### config.mk
export PLATFORM = sky130hd
export DESIGN_NAME = spi_master
export DESIGN_NICKNAME = d
export VERILOG_FILES = /design/src/rtl/spi_pkg.sv /design/src/rtl/spi_master.sv
export SDC_FILE = /design/constraint.sdc
export NUM_CORES = 1
export LEC_CHECK = 0
export ABC_CLOCK_PERIOD_IN_PS = 1700
export CORE_MARGIN = 4
export CORE_UTILIZATION = 43
export DETAILED_ROUTE_END_ITERATION = 6
export PLACE_DENSITY_LB_ADDON = 0.15
export SETUP_SLACK_MARGIN = 0.3
export SYNTH_ARGS = -nofsm -noshare
export SYNTH_HDL_FRONTEND = slang
export SYNTH_SLANG_ARGS = --single-unit
export TNS_END_PERCENT = 50
### constraint.sdc
create_clock -name clk -period 1.7 [get_ports clk]
set_input_delay 0.255 -clock clk [delete_from_list [all_inputs] [get_ports clk]]
set_output_delay 0.255 -clock clk [all_outputs]
set_load 0.01 [all_outputs]
### src/rtl/spi_pkg.sv
// ---------------------------------------------------------------------------
// spi_pkg
// Shared definitions for the SPI blocks: frame opcodes, the 3-bit state
// encoding used by every SPI state machine, and default word widths.
// No ports (package).
// ---------------------------------------------------------------------------
package spi_pkg;

    localparam int WORD_W_DEF = 10;
    localparam int DATA_W_DEF = 8;

    localparam logic [1:0] OP_WR_ADDR = 2'b00;
    localparam logic [1:0] OP_WR_DATA = 2'b01;
    localparam logic [1:0] OP_RD_ADDR = 2'b10;
    localparam logic [1:0] OP_RD_DATA = 2'b11;

    typedef enum logic [2:0] {
        ST_IDLE  = 3'd0,
        ST_SEL   = 3'd1,
        ST_SHIFT = 3'd2,
        ST_WAIT  = 3'd3,
        ST_RX    = 3'd4,
        ST_GAP   = 3'd5
    } spi_state_t;

endpackage

### src/rtl/spi_master.sv
// ---------------------------------------------------------------------------
// spi_master
// Sends one command word per frame, MSB first, on MOSI with SS_n low. The
// command bit is presented twice (accept edge and select edge). Read-data
// frames keep SS_n low, wait RD_WAIT-1 cycles, then capture DATA_W bits from
// MISO MSB first. SS_n is high for at least two cycles between frames.
//
// Ports:
//   clk       in   single rising-edge clock
//   rst_n     in   synchronous active-low reset
//   start     in   frame request, sampled only when idle
//   cmd_word  in   frame word, top two bits are the opcode
//   busy      out  high from the accept edge until back in idle
//   done      out  one-cycle pulse at frame end
//   rd_data   out  last byte captured by a read-data frame
//   rd_valid  out  one-cycle pulse with done on read-data frames
//   MOSI      out  registered serial data to slave
//   SS_n      out  registered active-low slave select
//   MISO      in   serial data from slave
// ---------------------------------------------------------------------------
module spi_master
    import spi_pkg::*;
#(
    parameter int WORD_W  = WORD_W_DEF,
    parameter int DATA_W  = DATA_W_DEF,
    parameter int RD_WAIT = 3
) (
    input  logic              clk,
    input  logic              rst_n,
    input  logic              start,
    input  logic [WORD_W-1:0] cmd_word,
    output logic              busy,
    output logic              done,
    output logic [DATA_W-1:0] rd_data,
    output logic              rd_valid,
    output logic              MOSI,
    output logic              SS_n,
    input  logic              MISO
);

    localparam logic [3:0] SHIFT_LAST = 4'(WORD_W);
    localparam logic [3:0] WAIT_LAST  = 4'(RD_WAIT - 2);
    localparam logic [3:0] RX_LAST    = 4'(DATA_W - 1);

    spi_state_t        state_q, state_d;
    logic [3:0]        cnt_q, cnt_d;
    logic [WORD_W-1:0] sreg_q, sreg_d;
    logic [1:0]        op_q, op_d;
    logic              mosi_q, mosi_d;
    logic              ss_n_q, ss_n_d;
    logic              busy_q, busy_d;
    logic              done_q, done_d;
    logic              rd_valid_q, rd_valid_d;
    logic [DATA_W-1:0] rd_data_q, rd_data_d;

    // Every output is a flop, so the whole block is one register bank fed
    // by the next-state logic below. Reset lands the block in idle with the
    // slave deselected and the read-back byte cleared, whatever state it was
    // in, so an interrupted frame is simply abandoned.
    always_ff @(posedge clk) begin
        if (!rst_n) begin
            state_q    <= ST_IDLE;
            cnt_q      <= '0;
            sreg_q     <= '0;
            op_q       <= '0;
            mosi_q     <= 1'b0;
            ss_n_q     <= 1'b1;
            busy_q     <= 1'b0;
            done_q     <= 1'b0;
            rd_valid_q <= 1'b0;
            rd_data_q  <= '0;
        end else begin
            state_q    <= state_d;
            cnt_q      <= cnt_d;
            sreg_q     <= sreg_d;
            op_q       <= op_d;
            mosi_q     <= mosi_d;
            ss_n_q     <= ss_n_d;
            busy_q     <= busy_d;
            done_q     <= done_d;
            rd_valid_q <= rd_valid_d;
            rd_data_q  <= rd_data_d;
        end
    end

    // Next-state and next-output logic. Registers hold by default and the
    // two pulse outputs default low, so done/rd_valid can only be high for
    // the single cycle after the edge that ends a frame. The one shift
    // register carries the outgoing word during SHIFT and is reused to
    // collect MISO bits during RX; the opcode is kept separately because
    // the word has been shifted away by the time the frame end is decided.
    // When RD_WAIT is 1 the wait phase has zero length and SHIFT goes
    // straight to RX.
    always_comb begin
        state_d    = state_q;
        cnt_d      = cnt_q;
        sreg_d     = sreg_q;
        op_d       = op_q;
        mosi_d     = mosi_q;
        ss_n_d     = ss_n_q;
        busy_d     = busy_q;
        done_d     = 1'b0;
        rd_valid_d = 1'b0;
        rd_data_d  = rd_data_q;

        unique case (state_q)
            ST_IDLE: begin
                if (start) begin
                    sreg_d  = cmd_word;
                    op_d    = cmd_word[WORD_W-1 -: 2];
                    mosi_d  = cmd_word[WORD_W-1];
                    ss_n_d  = 1'b0;
                    busy_d  = 1'b1;
                    cnt_d   = '0;
                    state_d = ST_SEL;
                end
            end

            ST_SEL: begin
                mosi_d  = sreg_q[WORD_W-1];
                cnt_d   = '0;
                state_d = ST_SHIFT;
            end

            ST_SHIFT: begin
                if (cnt_q == SHIFT_LAST) begin
                    mosi_d = 1'b0;
                    cnt_d  = '0;
                    if (op_q == OP_RD_DATA) begin
                        state_d = (RD_WAIT == 1) ? ST_RX : ST_WAIT;
                    end else begin
                        ss_n_d  = 1'b1;
                        done_d  = 1'b1;
                        state_d = ST_GAP;
                    end
                end else begin
                    mosi_d = sreg_q[WORD_W-1];
                    sreg_d = {sreg_q[WORD_W-2:0], 1'b0};
                    cnt_d  = cnt_q + 4'd1;
                end
            end

            ST_WAIT: begin
                if (cnt_q == WAIT_LAST) begin
                    cnt_d   = '0;
                    state_d = ST_RX;
                end else begin
                    cnt_d = cnt_q + 4'd1;
                end
            end

            ST_RX: begin
                sreg_d = {sreg_q[WORD_W-2:0], MISO};
                if (cnt_q == RX_LAST) begin
                    rd_data_d  = {sreg_q[DATA_W-2:0], MISO};
                    rd_valid_d = 1'b1;
                    done_d     = 1'b1;
                    ss_n_d     = 1'b1;
                    cnt_d      = '0;
                    state_d    = ST_GAP;
                end else begin
                    cnt_d = cnt_q + 4'd1;
                end
            end

            ST_GAP: begin
                busy_d  = 1'b0;
                state_d = ST_IDLE;
            end

            default: begin
                state_d = ST_IDLE;
            end
        endcase
    end

    assign busy     = busy_q;
    assign done     = done_q;
    assign rd_data  = rd_data_q;
    assign rd_valid = rd_valid_q;
    assign MOSI     = mosi_q;
    assign SS_n     = ss_n_q;

endmodule

Fig. 1: I/O pins on the die edge
Drawn at 6 px/um. Pins as bars across the die edge, other pins in grey.
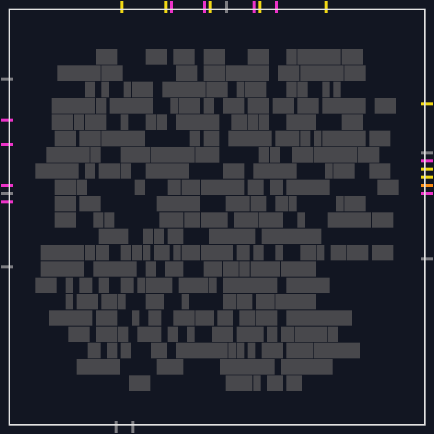
legend:
  magenta:
    port: `cmd_word`
    pins: 10
    direction: input
    edge: 4 top, 4 left, 2 right
  orange:
    port: `MISO`
    pins: 1
    direction: input
    edge: right
  yellow:
    port: `rd_data`
    pins: 8
    direction: output
    edge: 5 top, 3 right

Fig. 2: close-up of the layout
Window x 15 to 55, y 15 to 55 um. Cells in grey, sequential cells in the stronger grey; small squares are vias.
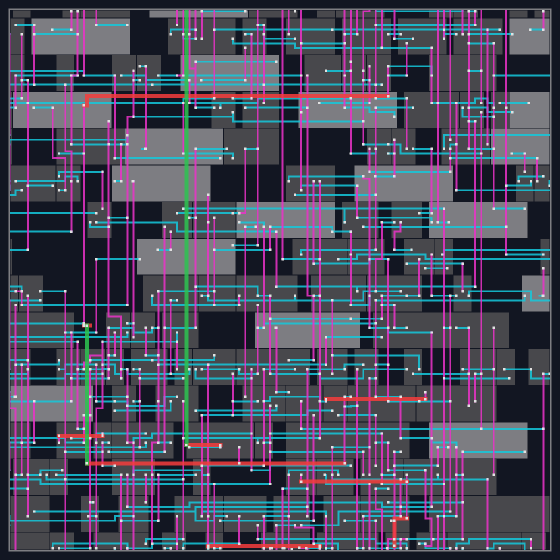
legend:
  red:
    layer: M3
  magenta:
    layer: M2
  green:
    layer: M4
  cyan:
    layer: M1
cells with their middle in the window: 110
netlist names of flops here include: `sreg_q` (6), `state_q` (3), `rd_data` (2)
most frequent: dfxtp_1 (13), a21oi_1 (9), buf_4 (9)
sequential cells in the window: 14

==> metrics.yaml <==
route:
  ant_nets: 0
  wire_per_inst_um: 14.99
  routedLengthMet1_um: 1789
  first_iter_violations: 77
  wl_met2_um: 1831
  firstDrtPassIters: 4
  routed_wl_um: 3822
  dr_total_vias: 1386
  wl_met3_um: 157
  viasPerCell: 5.435
global_routing:
  use_met2_pct: 26.38
  track_usage_pct: 16.32
  met3_usage_pct: 5.233
  grt_start_max_net_pins: 17
  use_met1_pct: 19.89
  antenna_found_initial: 0
floorplan:
  io_pins: 27
  die-width_um: 69.01
  nWellTaps: 46
  dieArea_sq_mm: 0.004762
  die_height_um: 69.01
status:
  status: "completed"
final_layout:
  nets: 225
  largest_class: "logic gates"
  clockBufferCount: 6
  postLayoutCoreUtil_pct: 62.34
  largest_reg_flops: 10
  seq_share_pct: 30.09
  fillerInstances: 319
  fin_cells: 255
  sh_comb_area_pct: 43.11
  logic_gates: 121
  buffers_excl_clock: 41
  n_all_inverters: 7
  comb_area_sq_um: 932.1
  lay_top_count: "dfxtp_1"
  clkCellAreaFrac_pct: 4.977
  register_area_sq_um: 650.6
  buffer_area_share_pct: 17.94
  ff_count: 32
power:
  p_switching_mw: 1.374
  pg_seq_mw: 1.16
  clk-power_mw: 0.720
  p_per_area_mw_per_mm2: 1642
  pwr-share-comb_pct: 47.2
  sw_frac_of_total_pct: 38.70
  power.group.top: "combinational logic"
  p_int_mw: 2.176
  power.leakage_nw: 0.8625
  p_comb_mw: 1.67
  ir_worst_vdd_uv: 929.9
min_path:
  hp-start: "op_q[0]"
  hold_path_depth: 2
  min_path_type: "reg2reg"
yosys:
  area_leaders: "dfxtp_1 (40%), mux2i_1 (12%), o21ai_0 (5.3%)"
  yosysWarnings: 0
  ys_sh_mux_pct: 11.88
  synth_area_per_cell_sq_um: 9.304
  synth_adder_area_share_pct: 2.346
  edf_count: 0
  ys_sh_simple_pct: 15.79
  flop_cell: "dfxtp_1"
  ys.flops: 32
  synth_area_sq_mm: 0.001600
  yosys_cells: 172
  xor_share_pct: 0.5473
  ys_seq_share_pct: 40.03
  top_cell_area_share_pct: 40.03
  synthTopCellsByCount: "dfxtp_1 (32), mux2i_1 (19), o21ai_0 (17)"
  compound_area_share_pct: 22.83
  largest_area_cell: "dfxtp_1"
  fp_nets: 189
cts:
  clock_latency_ns: 0.29
  ctsHoldBuffers: 0
  h-tree-depth: 2
  clockBufferDepth: 2
  cts_resized: 22
  path_clk_slew_ns: 0.07
  tritoncts: "yes"
sta:
  hold_ws_ns: 0.4931
  fin_skew_ns: 0.004627
  fin_crit_sh_pct: 90.41
  rsz0062_at_grt: "yes"
  finalCriticalPeriod_ns: 1.537
  worstMarginPinSlew_ns: 0.3863
  finalSetupViolations: 0
  slew_headroom_pct: 74.25
  setup_ws_ns: 0.1631
worst_setup_path:
  arrival_ns: 1.71
  end_kind: "flip-flop"
  crit_start: "cnt_q[0]"
  cp.depth: 5
  r2r-end: "SS_n"
  cp-endpoint: "SS_n"
  r2r-start: "cnt_q[0]"
  rr_worst_depth: 5
  rrSetupSlack_ns: 0.16
  crit_required_ns: 1.87
  cp_max_fo: 5
flow_run:
  cap_violations: 0
place:
  port_buffers: 26
  placedInstanceArea_sq_mm: 0.001916
  hpwl_um: 2446
  gp_congestion: 0.8074
  dp_cells: 240
Fig. 3: M2 wires
Drawn at 6 px/um. Cells faint in the background.
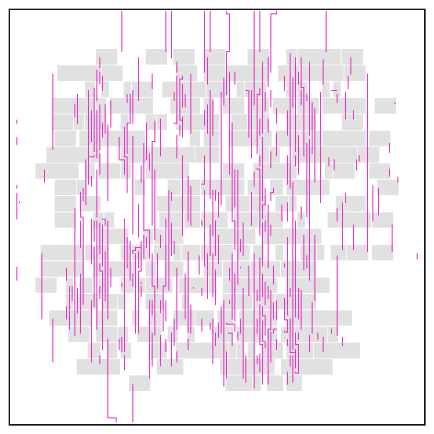
wire length on this layer: 1830 um
main direction: vertical
share of all routed wire: 48%
nets with wire on the layer: 186

Fig. 4: metal layers overlaid
Drawn at 6 px/um. Only two layers are drawn.
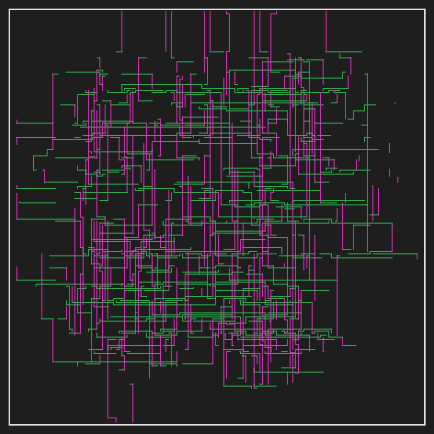
legend:
  magenta:
    layer: M2
    wire_length: 1830 um
  green:
    layer: M1
    wire_length: 1790 um

Power is estimated from default activity; no workload was simulated.
